==> src/rtl/alisim_site_sampler_pkg.sv <==
// alisim_pkg: shared constants and helpers for the site sampler.
//   Nucleotide encoding (A=0, C=1, G=2, T=3), LFSR polynomial mask,
//   zero-seed substitute, FSM state type and the P-matrix bit-offset helper.
package alisim_pkg;

  localparam logic [1:0] NUC_A = 2'd0;
  localparam logic [1:0] NUC_C = 2'd1;
  localparam logic [1:0] NUC_G = 2'd2;
  localparam logic [1:0] NUC_T = 2'd3;

  localparam int unsigned NUM_NUC = 4;

  localparam logic [15:0] LFSR_MASK     = 16'hB400;
  localparam logic [15:0] LFSR_ZERO_SUB = 16'hACE1;

  typedef enum logic [1:0] {
    ST_IDLE,
    ST_RUN,
    ST_DRAIN,
    ST_DONE
  } state_t;

  // Bit offset of P[i][j] in the row-major flattened matrix.
  function automatic int unsigned p_idx(input logic [1:0] i, input logic [1:0] j,
                                        input int unsigned prob_w = 10);
    return (NUM_NUC * 32'(i) + 32'(j)) * prob_w;
  endfunction

endpackage

==> src/rtl/alisim_site_sampler_if.sv <==
// alisim_site_sampler_if: child-nucleotide beat stream.
//   nucl_valid - beat present (source -> sink)
//   nucl_ready - sink accepts beat (sink -> source)
//   nucl_out   - child nucleotide of the beat
//   pos        - site index of the beat
// master = sampler side, slave = alignment-store side.
interface alisim_site_sampler_if #(
  parameter int unsigned POS_W = 3
) ();
  logic             nucl_valid;
  logic             nucl_ready;
  logic [1:0]       nucl_out;
  logic [POS_W-1:0] pos;

  modport master (output nucl_valid, output nucl_out, output pos, input nucl_ready);
  modport slave  (input nucl_valid, input nucl_out, input pos, output nucl_ready);
endinterface

==> src/rtl/alisim_site_sampler_lfsr16.sv <==
// alisim_lfsr16: 16-bit right-shifting Galois LFSR, x^16+x^14+x^13+x^11+1.
//   clk      - clock, rising edge
//   reset    - synchronous active-low; state <- SEED
//   load     - load load_val (zero is replaced by LFSR_ZERO_SUB); wins over step
//   load_val - value to load
//   step     - advance one position
//   state    - current LFSR value
module alisim_lfsr16
  import alisim_pkg::*;
#(
  parameter logic [15:0] SEED = 16'hACE1
) (
  input  logic        clk,
  input  logic        reset,
  input  logic        load,
  input  logic [15:0] load_val,
  input  logic        step,
  output logic [15:0] state
);

  logic [15:0] r_state;

  always_ff @(posedge clk) begin
    if (!reset) begin
      r_state <= SEED;
    end else if (load) begin
      r_state <= (load_val == '0) ? LFSR_ZERO_SUB : load_val;
    end else if (step) begin
      r_state <= (r_state >> 1) ^ (r_state[0] ? LFSR_MASK : '0);
    end
  end

  assign state = r_state;

endmodule

==> src/rtl/alisim_site_sampler.sv <==
// alisim_site_sampler: evolves one alignment along one branch, one site per
// cycle, drawing each child nucleotide from the parent's row of P using an
// internal LFSR.
//   clk, reset    - clock / synchronous active-low reset
//   start         - begin a run (IDLE only)
//   seed_load     - load seed into the LFSR (IDLE only)
//   seed          - new LFSR seed
//   parent_alig   - parent nucleotides, site k at [2k+1:2k]
//   matrix_P      - 4x4 substitution matrix, P[i][j] at p_idx(i,j)
//   busy          - run in progress (RUN/DRAIN/DONE)
//   done          - one-cycle completion pulse
//   child_alig    - child alignment, same layout as parent_alig
//   nucl          - beat stream (valid/ready, nucl_out, pos)
module alisim_site_sampler
  import alisim_pkg::*;
#(
  parameter int unsigned NUM_SITES = 8,
  parameter int unsigned PROB_W    = 10,
  parameter logic [15:0] LFSR_SEED = 16'hACE1,
  parameter int unsigned POS_W     = $clog2(NUM_SITES)
) (
  input  logic                     clk,
  input  logic                     reset,
  input  logic                     start,
  input  logic                     seed_load,
  input  logic [15:0]              seed,
  input  logic [2*NUM_SITES-1:0]   parent_alig,
  input  logic [16*PROB_W-1:0]     matrix_P,
  output logic                     busy,
  output logic                     done,
  output logic [2*NUM_SITES-1:0]   child_alig,
  alisim_site_sampler_if.master    nucl
);

  localparam logic [PROB_W+1:0] SAT    = (PROB_W+2)'((1 << PROB_W) - 1);
  localparam logic [15:0]       R_MASK = 16'((1 << PROB_W) - 1);

  state_t                   r_state;
  logic                     r_busy;
  logic                     r_done;
  logic                     r_valid;
  logic [1:0]               r_nucl;
  logic [POS_W-1:0]         r_pos;
  logic [POS_W-1:0]         r_k;
  logic [2*NUM_SITES-1:0]   r_par;
  logic [2*NUM_SITES-1:0]   r_child;
  logic [16*PROB_W-1:0]     r_P;

  logic [15:0]              w_lfsr;
  logic                     w_load;
  logic                     w_issue;
  logic [1:0]               w_row;
  logic [PROB_W+1:0]        w_c0, w_c1, w_c2, w_r;
  logic [1:0]               w_child;

  alisim_lfsr16 #(.SEED(LFSR_SEED)) u_lfsr (
    .clk      (clk),
    .reset    (reset),
    .load     (w_load),
    .load_val (seed),
    .step     (w_issue),
    .state    (w_lfsr)
  );

  always_comb begin
    w_load  = (r_state == ST_IDLE) && seed_load;
    w_issue = (r_state == ST_RUN) && (!r_valid || nucl.nucl_ready);
    w_row   = r_par[{r_k, 1'b0} +: 2];
    w_c0    = {2'b00, r_P[p_idx(w_row, 2'd0, PROB_W) +: PROB_W]};
    w_c1    = w_c0 + {2'b00, r_P[p_idx(w_row, 2'd1, PROB_W) +: PROB_W]};
    w_c2    = w_c1 + {2'b00, r_P[p_idx(w_row, 2'd2, PROB_W) +: PROB_W]};
    w_r     = (PROB_W+2)'(w_lfsr & R_MASK);
    // A saturated cumulative sum claims every remaining draw value.
    if (w_r < w_c0 || w_c0 >= SAT)      w_child = NUC_A;
    else if (w_r < w_c1 || w_c1 >= SAT) w_child = NUC_C;
    else if (w_r < w_c2 || w_c2 >= SAT) w_child = NUC_G;
    else                                w_child = NUC_T;
  end

  always_ff @(posedge clk) begin
    if (!reset) begin
      r_state <= ST_IDLE;
      r_busy  <= 1'b0;
      r_done  <= 1'b0;
      r_valid <= 1'b0;
      r_nucl  <= '0;
      r_pos   <= '0;
      r_k     <= '0;
      r_par   <= '0;
      r_child <= '0;
      r_P     <= '0;
    end else begin
      case (r_state)
        ST_IDLE: begin
          if (start) begin
            r_par   <= parent_alig;
            r_P     <= matrix_P;
            r_k     <= '0;
            r_child <= '0;
            r_busy  <= 1'b1;
            r_state <= ST_RUN;
          end
        end
        ST_RUN: begin
          if (w_issue) begin
            r_nucl                    <= w_child;
            r_pos                     <= r_k;
            r_valid                   <= 1'b1;
            r_child[{r_k, 1'b0} +: 2] <= w_child;
            if (r_k == POS_W'(NUM_SITES - 1)) r_state <= ST_DRAIN;
            else                              r_k     <= r_k + POS_W'(1);
          end
        end
        ST_DRAIN: begin
          if (r_valid && nucl.nucl_ready) begin
            r_valid <= 1'b0;
            r_done  <= 1'b1;
            r_state <= ST_DONE;
          end
        end
        ST_DONE: begin
          r_done  <= 1'b0;
          r_busy  <= 1'b0;
          r_state <= ST_IDLE;
        end
        default: r_state <= ST_IDLE;
      endcase
    end
  end

  assign busy            = r_busy;
  assign done            = r_done;
  assign child_alig      = r_child;
  assign nucl.nucl_valid = r_valid;
  assign nucl.nucl_out   = r_nucl;
  assign nucl.pos        = r_pos;

endmodule
==> src/flat_wrapper.sv <==
// flat-port wrapper written by rule: the top's interface ports become plain ports
module alisim_site_sampler_flat import alisim_pkg::*;
#(
  parameter int unsigned NUM_SITES = 8,
  parameter int unsigned PROB_W    = 10,
  parameter logic [15:0] LFSR_SEED = 16'hACE1,
  parameter int unsigned POS_W     = $clog2(NUM_SITES)
)
  (clk, reset, start, seed_load, seed, parent_alig, matrix_P, busy, done, child_alig, nucl_nucl_valid, nucl_nucl_out, nucl_pos, nucl_nucl_ready);
  alisim_site_sampler_if #(.POS_W(POS_W)) nucl_i ();
  input  logic clk;
  input  logic reset;
  input  logic start;
  input  logic seed_load;
  input  logic [15:0] seed;
  input  logic [2*NUM_SITES-1:0] parent_alig;
  input  logic [16*PROB_W-1:0] matrix_P;
  output logic busy;
  output logic done;
  output logic [2*NUM_SITES-1:0] child_alig;
  output wire logic [$bits(nucl_i.nucl_valid)-1:0] nucl_nucl_valid;
  output wire logic [$bits(nucl_i.nucl_out)-1:0] nucl_nucl_out;
  output wire logic [$bits(nucl_i.pos)-1:0] nucl_pos;
  input wire logic [$bits(nucl_i.nucl_ready)-1:0] nucl_nucl_ready;
  assign nucl_nucl_valid = nucl_i.nucl_valid;
  assign nucl_nucl_out = nucl_i.nucl_out;
  assign nucl_pos = nucl_i.pos;
  assign nucl_i.nucl_ready = nucl_nucl_ready;
  alisim_site_sampler #(.NUM_SITES(NUM_SITES), .PROB_W(PROB_W), .LFSR_SEED(LFSR_SEED), .POS_W(POS_W)) u_core (.clk(clk), .reset(reset), .start(start), .seed_load(seed_load), .seed(seed), .parent_alig(parent_alig), .matrix_P(matrix_P), .busy(busy), .done(done), .child_alig(child_alig), .nucl(nucl_i));
endmodule
==> config.mk <==
export PLATFORM = sky130hd
export DESIGN_NAME = alisim_site_sampler_flat
export DESIGN_NICKNAME = d
export VERILOG_FILES = /design/src/rtl/alisim_site_sampler_pkg.sv /design/src/rtl/alisim_site_sampler_if.sv /design/src/rtl/alisim_site_sampler_lfsr16.sv /design/src/rtl/alisim_site_sampler.sv /design/src/flat_wrapper.sv
export SDC_FILE = /design/constraint.sdc
export NUM_CORES = 1
export LEC_CHECK = 0
export CORE_AREA = 4 4 156 218
export DETAILED_ROUTE_END_ITERATION = 6
export DIE_AREA = 0 0 160 222
export GPL_TIMING_DRIVEN = 0
export PLACE_DENSITY = 0.69
export SYNTH_ARGS = -nofsm -noshare
export SYNTH_HDL_FRONTEND = slang
export SYNTH_SLANG_ARGS = --single-unit
==> constraint.sdc <==
create_clock -name clk -period 9.6 [get_ports clk]
set_input_delay 2.88 -clock clk [delete_from_list [all_inputs] [get_ports clk]]
set_output_delay 2.88 -clock clk [all_outputs]
set_load 0.005 [all_outputs]
==> run notes, run 1 <==
Summary of the current implementation state.

- Per the synthesis report, the AND-OR/OR-AND share of the synthesized area is 21.39%.
- In the post-synthesis netlist, the biggest area contributors are dfxtp_1, nand2_1, mux4_2.
- The number of search-and-repair iterations in the first detailed-routing pass is 5, for reference.
- Along the worst path, the maximum fanout reaches 19.
- The unique cell type count in the Yosys netlist is 81, for reference.
- Entering global routing, the biggest net connects 27 pins.
- The most critical min-delay path falls under reg2reg.
- The detailed placer reported the number of placed instances as 2332.
- The ratio of routed vias to standard cells is 5.893, for reference.
- The synthesized net count is 1968, for reference.
- The flow ran to the end, and the final reports show no timing, DRC or antenna violations.
- After Yosys synthesis, full adders, half adders and majority gates account for 5.183% of the synthesized area.
- By count the netlist is led by nand2_1, dfxtp_1, a21boi_0.
- After layout, the worst path uses 96.75% of the clock period.
- The yosys synthesis chip area is 14290 µm², for reference.
- After global routing the overflow that remains totals 0.
- TritonCTS built the clock tree.
- The beginning of the worst hold path is u_core.r_par[7]$_SDFFE_PN0P_, for reference.
- The yosys cell count is 1713, for reference.
- STA classifies the critical path startpoint as a flop.
- The finished layout holds 2365 standard cells, fillers aside.
- The finished design was reported to have a net count of 2205.
- The standard cell with the maximum stage delay on the critical path is ha_1, for reference.
- The least setup slack across all paths after layout is 312.3 ps, for reference.
- The synthesized design contains 0 enable-type register cells.
- The DRC violation total left in the routed layout is recorded as 0.
- Setup repair after global routing left no endpoint under its margin.
- For the worst reg-to-reg path, the startpoint reported by OpenROAD is u_core.r_k[1]$_SDFFE_PN0P_.
- The initial antenna violation count is 0, for reference.
- The number of setup buffers added after CTS is 0, for reference.
- The main flop type after synthesis is dfxtp_1, for reference.
- The total inserted antenna cells is 0, for reference.
- The OpenROAD report gives the critical path a data arrival time of 9710 ps.
-- run 1: flip-flops by register name (all words and copies together) (netlist names) --
name / count
u_core.nucl.nucl_valid: 1
u_core.r_state: 2
u_core.r_P: 160
u_core.r_k: 3
u_core.done: 1
u_core.busy: 1
u_core.u_lfsr.state: 16
u_core.child_alig: 16
u_core.r_par: 16
u_core.nucl.nucl_out: 2
u_core.nucl.pos: 3
-- run 1: metal layers --
layer	share of wire [%]	track usage [%]	vias to the layer above
met3	6.0	3.422	198
met5	0	0	-
met1	36	32.20	6578
met4	7.4	17.16	0
met2	50	52.91	596
li1	-	-	6565
-- run 1: area by class of cell --
class	instances	area, µm²
Tap cell	400	500.5
Buffer	114	534.3
Clock inverter	6	91.34
Timing Repair Buffer	220	2200
Fill cell	3102	14350
Clock buffer	33	651.9
Sequential cell	221	4424
Multi-Input combinational cell	1330	9299
Inverter	41	158.9
-- run 1: layout by cell type (no fill, tap or decap), types with 9 or more instances in the layout --
cell type,instances
nand2_1,492
dfxtp_1,221
clkdlybuf4s50_1,219
a21boi_0,185
clkbuf_1,86
mux2i_1,73
mux4_2,62
ha_1,56
nand3_1,55
nor2_1,44
a21oi_1,43
o21ai_0,41
inv_1,38
a21o_1,22
clkbuf_16,22
o22ai_1,16
nand4_1,15
and2_1,14
mux2_2,13
and3_1,11
nor4_1,11
nor2b_1,9
buf_1,9
nor3_1,9
o31ai_1,9
-- run 1: metrics by stage --
step	cell area [µm²]	utilization [%]	TNS [ps]	hold WS (ps)
CTS	17800	55.26	0	466.8
finish	17860	55.45	0	464.5
global placement	16980	52.74	-35250	450.3
detailed placement	16980	52.74	-37340	458.5
floorplan	14290	-	0	442.8
global route	17860	55.45	0	488.1
-- run 1: worst max-delay path, delay by kind of cell, from the launching register on --
| kind | cells | cell delay, ps |
|---|---|---|
| flops | 1 | 440 |
| fa+ha+maj | 5 | 1920 |
| simple gates | 12 | 2140 |
| buf+inv | 11 | 3030 |
| xor+xnor | 1 | 110 |
| compound gates | 6 | 1470 |
-- run 1: power breakdown --
group	switching, W	internal, W
Combinational	0.00198	0.00135
Sequential	0.000246	0.00110
Clock	0.000361	0.000523
Total	0.00258	0.00297
-- run 1: how the worst max path moves through the flow --
| stage | startpoint | end | slack, ps | cells past startpoint |
|---|---|---|---|---|
| 2_1_floorplan | u_core.r_k[0]$_SDFFE_PN0P_ | u_core.child_alig[6]$_SDFFE_PN0P_ | 140 | 37 |
| 3_3_place_gp | u_core.r_k[0]$_SDFFE_PN0P_ | u_core.child_alig[6]$_SDFFE_PN0P_ | -2650 | 37 |
| 3_5_place_dp | u_core.r_k[0]$_SDFFE_PN0P_ | u_core.child_alig[6]$_SDFFE_PN0P_ | -2820 | 37 |
| 4_1_cts | u_core.r_k[0]$_SDFFE_PN0P_ | u_core.child_alig[6]$_SDFFE_PN0P_ | 30 | 37 |
| 5_1_grt | u_core.r_k[1]$_SDFFE_PN0P_ | u_core.child_alig[2]$_SDFFE_PN0P_ | 10 | 35 |
| 6_report | u_core.r_k[1]$_SDFFE_PN0P_ | u_core.child_alig[6]$_SDFFE_PN0P_ | 310 | 35 |
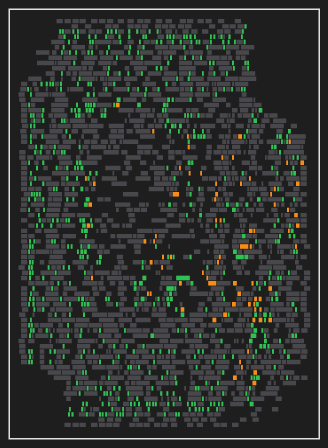
**Above:** run 1 (gate-type map).
- orange: NOR gates (cells 77; most used nor2_1)
- green: NAND gates (cells 574; most used nand2_1; where spread over the die)

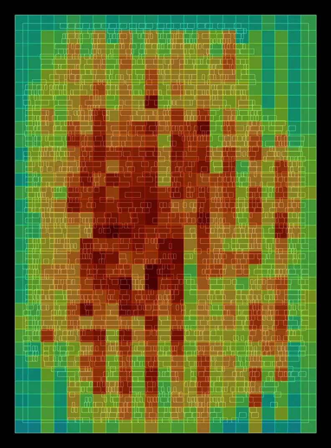
**Above:** run 1 (routing congestion).
routed length per instance: 22.58 µm
met3 track demand over resource: 3.422%
Most Used Layer, Global Route: met2
total routing usage reported by global routing: 29.03%

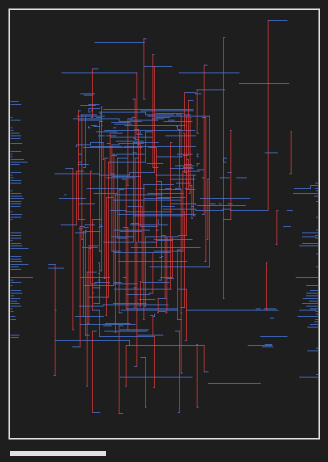
**Above:** run 1 (wiring by layer).
The bar under the picture is 50 µm long. Two of the layers only.
- red: met4 (wire length 3950 µm)
- blue: met3 (wire length 3180 µm)

==> inputs of run 2 (changes only) <==
--- a/config.mk
+++ b/config.mk
@@ -8,8 +8,8 @@
 export CORE_AREA = 4 4 156 218
 export DETAILED_ROUTE_END_ITERATION = 6
 export DIE_AREA = 0 0 160 222
-export GPL_TIMING_DRIVEN = 0
-export PLACE_DENSITY = 0.69
+export GPL_TIMING_DRIVEN = 1
+export PLACE_DENSITY = 0.66
 export SYNTH_ARGS = -nofsm -noshare
 export SYNTH_HDL_FRONTEND = slang
 export SYNTH_SLANG_ARGS = --single-unit
==> constraint.sdc (replaced) <==
create_clock -name clk -period 11.73 [get_ports clk]
set_input_delay 3.519 -clock clk [delete_from_list [all_inputs] [get_ports clk]]
set_output_delay 3.519 -clock clk [all_outputs]
set_load 0.005 [all_outputs]
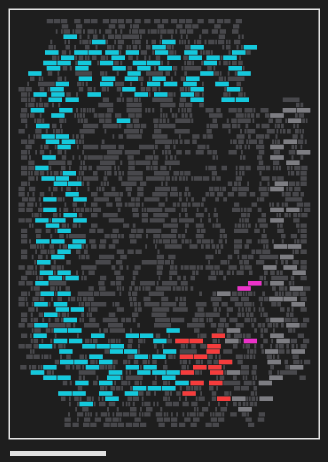
**Above:** run 2 (sequential cells coloured by netlist name).
The bar under the picture is 50 µm long.
- red: u_core.r_par (sequential cells 16)
- cyan: u_core.r_P (sequential cells 160)
- magenta: u_core.nucl.pos (sequential cells 3)
- not coloured: 42

==> run notes, run 2 <==
Summary of the current implementation state.

- The number of search-and-repair iterations in the first detailed-routing pass is 5 (unchanged), for reference.
- The flip-flop count of the largest register after layout is 160 (unchanged), for reference.
- The number of placed instances, taps included is 2225 (was 2332).
- The tally of filler cells in the layout is 3107 (was 3102).
- Synth cell count leaders: nand2_1, dfxtp_1, a21boi_0 (unchanged).
- The leading cell type in the layout, fill and taps excluded is nand2_1 (unchanged), for reference.
- The yosys cell count is 1713 (unchanged).
- The net total in the final layout is 2104 (was 2205), for reference.
- The combined global-route utilization of all metal layers was 26.27% (was 29.03%).
- The per-cell routed wire length was 21.31 µm (was 22.58 µm).
- The net switching fraction of the power came to 45.63% (was 46.49%).
- The register area was 4424 µm² (unchanged).
- The yosys synthesis chip area is 14290 µm² (unchanged).
- The critical-path maximum fanout came to 54 (was 19).
- Unrepaired setup endpoints after global routing: false (unchanged).
- The worst hold path class is reg2reg (unchanged), for reference.
- The total inserted antenna cells was 0 (unchanged).
- Run status: complete, no violations (unchanged).
- The final worst-path cycle share is 77.89% (was 96.75%), for reference.
- The number of setup buffers added after CTS came to 0 (unchanged).
- The combinational share of power is 57.7% (was 59.9%).
- The internal power consumption came to 0.002328 W (was 0.002975 W).
- The count of placed standard cells in the final layout, fillers left out is 2262 (was 2365).
- The relative contribution of sequential cells to total power came to 26.2% (was 24.2%).
- The unique cell type count in the Yosys netlist was 81 (unchanged).
- The CTS tree is yes (unchanged), for reference.
- Top post-synthesis cells by area: dfxtp_1, nand2_1, mux4_2 (unchanged).
- The register ranked first by flip-flop count is u_core.r_P (unchanged).
- Most common logic cells in the final layout: nand2_1, dfxtp_1, clkdlybuf4s50_1 (unchanged).
- The ratio of routed vias to standard cells is 5.874 (was 5.893), for reference.
- The initial antenna violation count came to 0 (unchanged).
- The maximum number of pins on one net before global-route repair is 121 (was 27).
- The setup TNS is 0 ps (unchanged), for reference.
- The arrival time at the worst endpoint is 9570 ps (was 9710 ps).
- The net switching power figure is 0.001953 W (was 0.002584 W), for reference.
- The post-detailed-route DRC marker count is 0 (unchanged).
- The multi-input combinational cell area came to 9225 µm² (was 9299 µm²).
run 2: path summary, 6_finish.rpt:
kind,from,slack (ps),endpoint
min reg2reg,u_core.done$_SDFFE_PN0P_,460,u_core.done$_SDFFE_PN0P_
max,u_core.r_k[0]$_SDFFE_PN0P_,2590,u_core.child_alig[6]$_SDFFE_PN0P_
max reg2reg,u_core.r_k[0]$_SDFFE_PN0P_,2590,u_core.child_alig[6]$_SDFFE_PN0P_
min,u_core.done$_SDFFE_PN0P_,460,u_core.done$_SDFFE_PN0P_
run 2: power groups by stage:
| stage | Combinational [W] | Clock, W | Sequential (W) |
|---|---|---|---|
| after detailed placement | 0.00247 | 0 | 0.00113 |
| after CTS | 0.00248 | 0.000702 | 0.00112 |
| after global placement | 0.00244 | 0 | 0.00113 |
| after floorplan | 0.00189 | 0 | 0.00101 |
| final | 0.00247 | 0.000685 | 0.00112 |
| after global routing | 0.00275 | 0.000732 | 0.00113 |
run 2: cell type report:
type / instances / area share (%)
Clock buffer: 30 / 3.596
Timing Repair Buffer: 233 / 13.29
Clock inverter: 7 / 0.3690
Multi-Input combinational cell: 1330 / 53.35
Sequential cell: 221 / 25.59
Inverter: 41 / 0.9190
Tap cell: 400 / 2.894
run 2: critical path, cell delays in order, from the launching register on:
cell and delay (ps):
dfxtp_1 770, inv_1 300, a32oi_2 430, nand2_4 110, inv_4 490, ha_1 380
inv_2 630, buf_4 470, mux4_2 350, mux4_2 510, a22o_1 200, ha_1 340
and3_1 210, o211a_1 250, or4_1 490, and2_1 230, ha_1 360, nor2_1 80
nor4_1 490, a21oi_2 110, xor2_1 200, ha_1 310, nand2_1 60, o31a_1 240
nor4_1 310, nand4_2 170, o2bb2ai_4 190, o32ai_1 290
run 2: through the flow:
stage | instance area, µm² | hold WS (ps) | power [W] | utilization (%) | worst slack (ps)
after detailed placement | 16610 | 458.7 | 0.003599 | 51.56 | 2724
after floorplan | 14290 | 442.8 | 0.002904 | - | 2072
after global placement | 16610 | 451.0 | 0.003565 | 51.56 | 2955
after CTS | 17290 | 467.5 | 0.004299 | 53.69 | 2697
after global routing | 17290 | 475.1 | 0.004617 | 53.69 | 2077
final | 17290 | 462.9 | 0.004281 | 53.69 | 2593
run 2: logic make-up (layout without fill, tap and decap cells):
kind of cell    count (synthesis)  count (layout)  share of synthesized area [%]
buf+inv                       162             311                          4.553
mux                           153             153                          16.30
fa+ha+maj                      58              58                          5.183
flops                         221             221                          30.96
simple gates                  688             688                          20.39
xor+xnor                       19              19                          1.217
compound gates                412             412                          21.39
run 2: layer usage:
| metal | GRT usage (%) | vias to the layer above | share of wire [%] |
|---|---|---|---|
| met3 | 3.515 | 176 | 5.8 |
| met4 | 16.05 | 0 | 7.3 |
| li1 | - | 6350 | - |
| met1 | 29.95 | 6252 | 38 |
| met5 | 0 | - | 0 |
| met2 | 46.37 | 509 | 49 |
==> inputs of run 3 (changes only) <==
==> constraint.sdc (replaced) <==
create_clock -name clk -period 9.2 [get_ports clk]
set_input_delay 2.76 -clock clk [delete_from_list [all_inputs] [get_ports clk]]
set_output_delay 2.76 -clock clk [all_outputs]
set_load 0.005 [all_outputs]
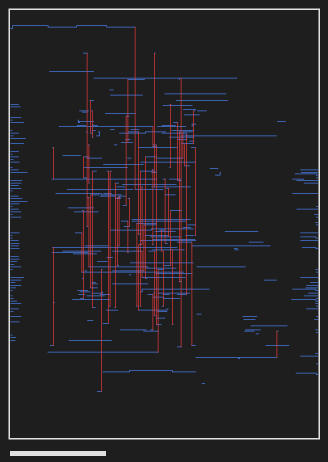
**Above:** run 3 (wiring by layer).
The bar under the picture is 50 µm long. Two of the layers only.
- blue: met3 (wire length 2630 µm)
- red: met4 (wire length 2290 µm)

==> run notes, run 3 <==
Summary of the current implementation state.

- The worst hold path class is reg2reg (unchanged), for reference.
- The arrival time at the worst endpoint is 9010 ps (was 9570 ps), for reference.
- Synth cell count leaders: nand2_1, dfxtp_1, a21boi_0 (unchanged).
- The CTS tree is yes (unchanged).
- The standard cell area after detailed placement is 16620 µm² (was 16610 µm²), for reference.
- The maximum number of pins on one net before global-route repair is 119 (was 121), for reference.
- The main flop type after synthesis is dfxtp_1 (unchanged).
- The number of flops mapped to enable cells by yosys is 0 (unchanged), for reference.
- The final worst-path cycle share is 93.45% (was 77.89%), for reference.
- The total inserted antenna cells is 0 (unchanged), for reference.
- The synthesized net count came to 1968 (unchanged).
- The unique cell type count in the Yosys netlist is 81 (unchanged), for reference.
- The per-cell routed wire length is 21.38 µm (was 21.31 µm).
- The global route total overflow came to 0 (unchanged).
- The yosys synthesis chip area is 14290 µm² (unchanged), for reference.
- The internal power consumption is 0.002931 W (was 0.002328 W), for reference.
- The yosys cell count is 1713 (unchanged).
- Run status: complete, no violations (unchanged).
- The combinational share of power was 58.7% (was 57.7%).
- The critical-path maximum fanout is 53 (was 54), for reference.
- The initial antenna violation count was 0 (unchanged).
- The net switching power figure is 0.002509 W (was 0.001953 W).
- The stage delay of the slowest cell on the critical path came to 790 ps (was 770 ps).
- The net total in the final layout was 2103 (was 2104).
- The cell with the most instances on the worst path is inv_1 (was ha_1).
- The register area was 4424 µm² (unchanged).
- The total design power came to 0.005440 W (was 0.004281 W).
- The number of search-and-repair iterations in the first detailed-routing pass is 5 (unchanged), for reference.
- The standard cell with the maximum stage delay on the critical path is dfxtp_1 (unchanged), for reference.
- The flip-flop count of the largest register after layout came to 160 (unchanged).
- The register ranked first by flip-flop count is u_core.r_P (unchanged), for reference.
- The post-detailed-route DRC marker count came to 0 (unchanged).
- Most common logic cells in the final layout: nand2_1, dfxtp_1, clkdlybuf4s50_1 (unchanged).
- The leading cell type in the layout, fill and taps excluded is nand2_1 (unchanged).
- The relative contribution of sequential cells to total power was 26.1% (was 26.2%).
[run 3: cell count changes in the layout (fill, tap and decap cells not counted)]
cell / delta
clkbuf_1: -2
clkinv_2: -4
clkbuf_16: -2
buf_4: -1
bufinv_16: -1
inv_6: +1
buf_12: +1
clkbuf_8: +3
[run 3: cells by family (layout without fill, tap and decap cells)]
logic type      Yosys count  after routing  synth area share [%]
simple gates            688            688                 20.39
xor+xnor                 19             19                 1.217
flops                   221            221                 30.96
fa+ha+maj                58             58                 5.183
compound gates          412            412                 21.39
buf+inv                 162            306                 4.553
mux                     153            153                 16.30
[run 3: through the flow]
stage	hold slack [ps]	cells	utilization [%]	worst slack (ps)
3_3_place_gp	451.2	2225	51.60	986.7
5_1_grt	488.7	2257	53.55	48.80
6_report	462.8	2257	53.55	602.9
2_1_floorplan	442.8	1713	-	46.71
4_1_cts	467.4	2257	53.55	710.7
3_5_place_dp	457.9	2225	51.60	751.0
[run 3: critical path, delay by kind of cell, from the launching register on]
family,cells,cell delay (ps)
simple gates,6,1380
compound gates,9,2740
flops,1,790
fa+ha+maj,4,1180
buf+inv,8,1810
xor+xnor,2,500
[run 3: layout make-up]
type | count | area share, %
multi-input combinational | 1330 | 53.49
sequential | 221 | 25.65
clock buffer | 29 | 3.511
clock inverter | 3 | 0.1306
inverter | 41 | 0.9214
timing repair buffer | 233 | 13.39
tap | 400 | 2.902
[run 3: routing by layer]
| layer | global-route usage, % | share of wire, % |
|---|---|---|
| met5 | 0 | 0 |
| met4 | 10.77 | 4.7 |
| met3 | 3.850 | 5.4 |
| met2 | 47.76 | 51 |
| met1 | 30.27 | 39 |
[run 3: power by group through the flow]
stage | combinational (W) | clock (W) | sequential (W)
CTS | 0.00319 | 0.000841 | 0.00141
global placement | 0.00313 | 0 | 0.00143
global route | 0.00352 | 0.000878 | 0.00143
detailed placement | 0.00317 | 0 | 0.00143
finish | 0.00319 | 0.000824 | 0.00142
floorplan | 0.00242 | 0 | 0.00129
[run 3: worst paths after layout]
kind | startpoint | end | slack, ps | cells past startpoint
setup reg to reg | u_core.r_k[0]$_SDFFE_PN0P_ | u_core.child_alig[2]$_SDFFE_PN0P_ | 600 | 29
hold reg to reg | u_core.child_alig[0]$_SDFFE_PN0P_ | u_core.child_alig[0]$_SDFFE_PN0P_ | 460 | 2
setup / recovery | u_core.r_k[0]$_SDFFE_PN0P_ | u_core.child_alig[2]$_SDFFE_PN0P_ | 600 | 29
hold / removal | u_core.child_alig[0]$_SDFFE_PN0P_ | u_core.child_alig[0]$_SDFFE_PN0P_ | 460 | 2
Power and IR drop assume default switching activity.
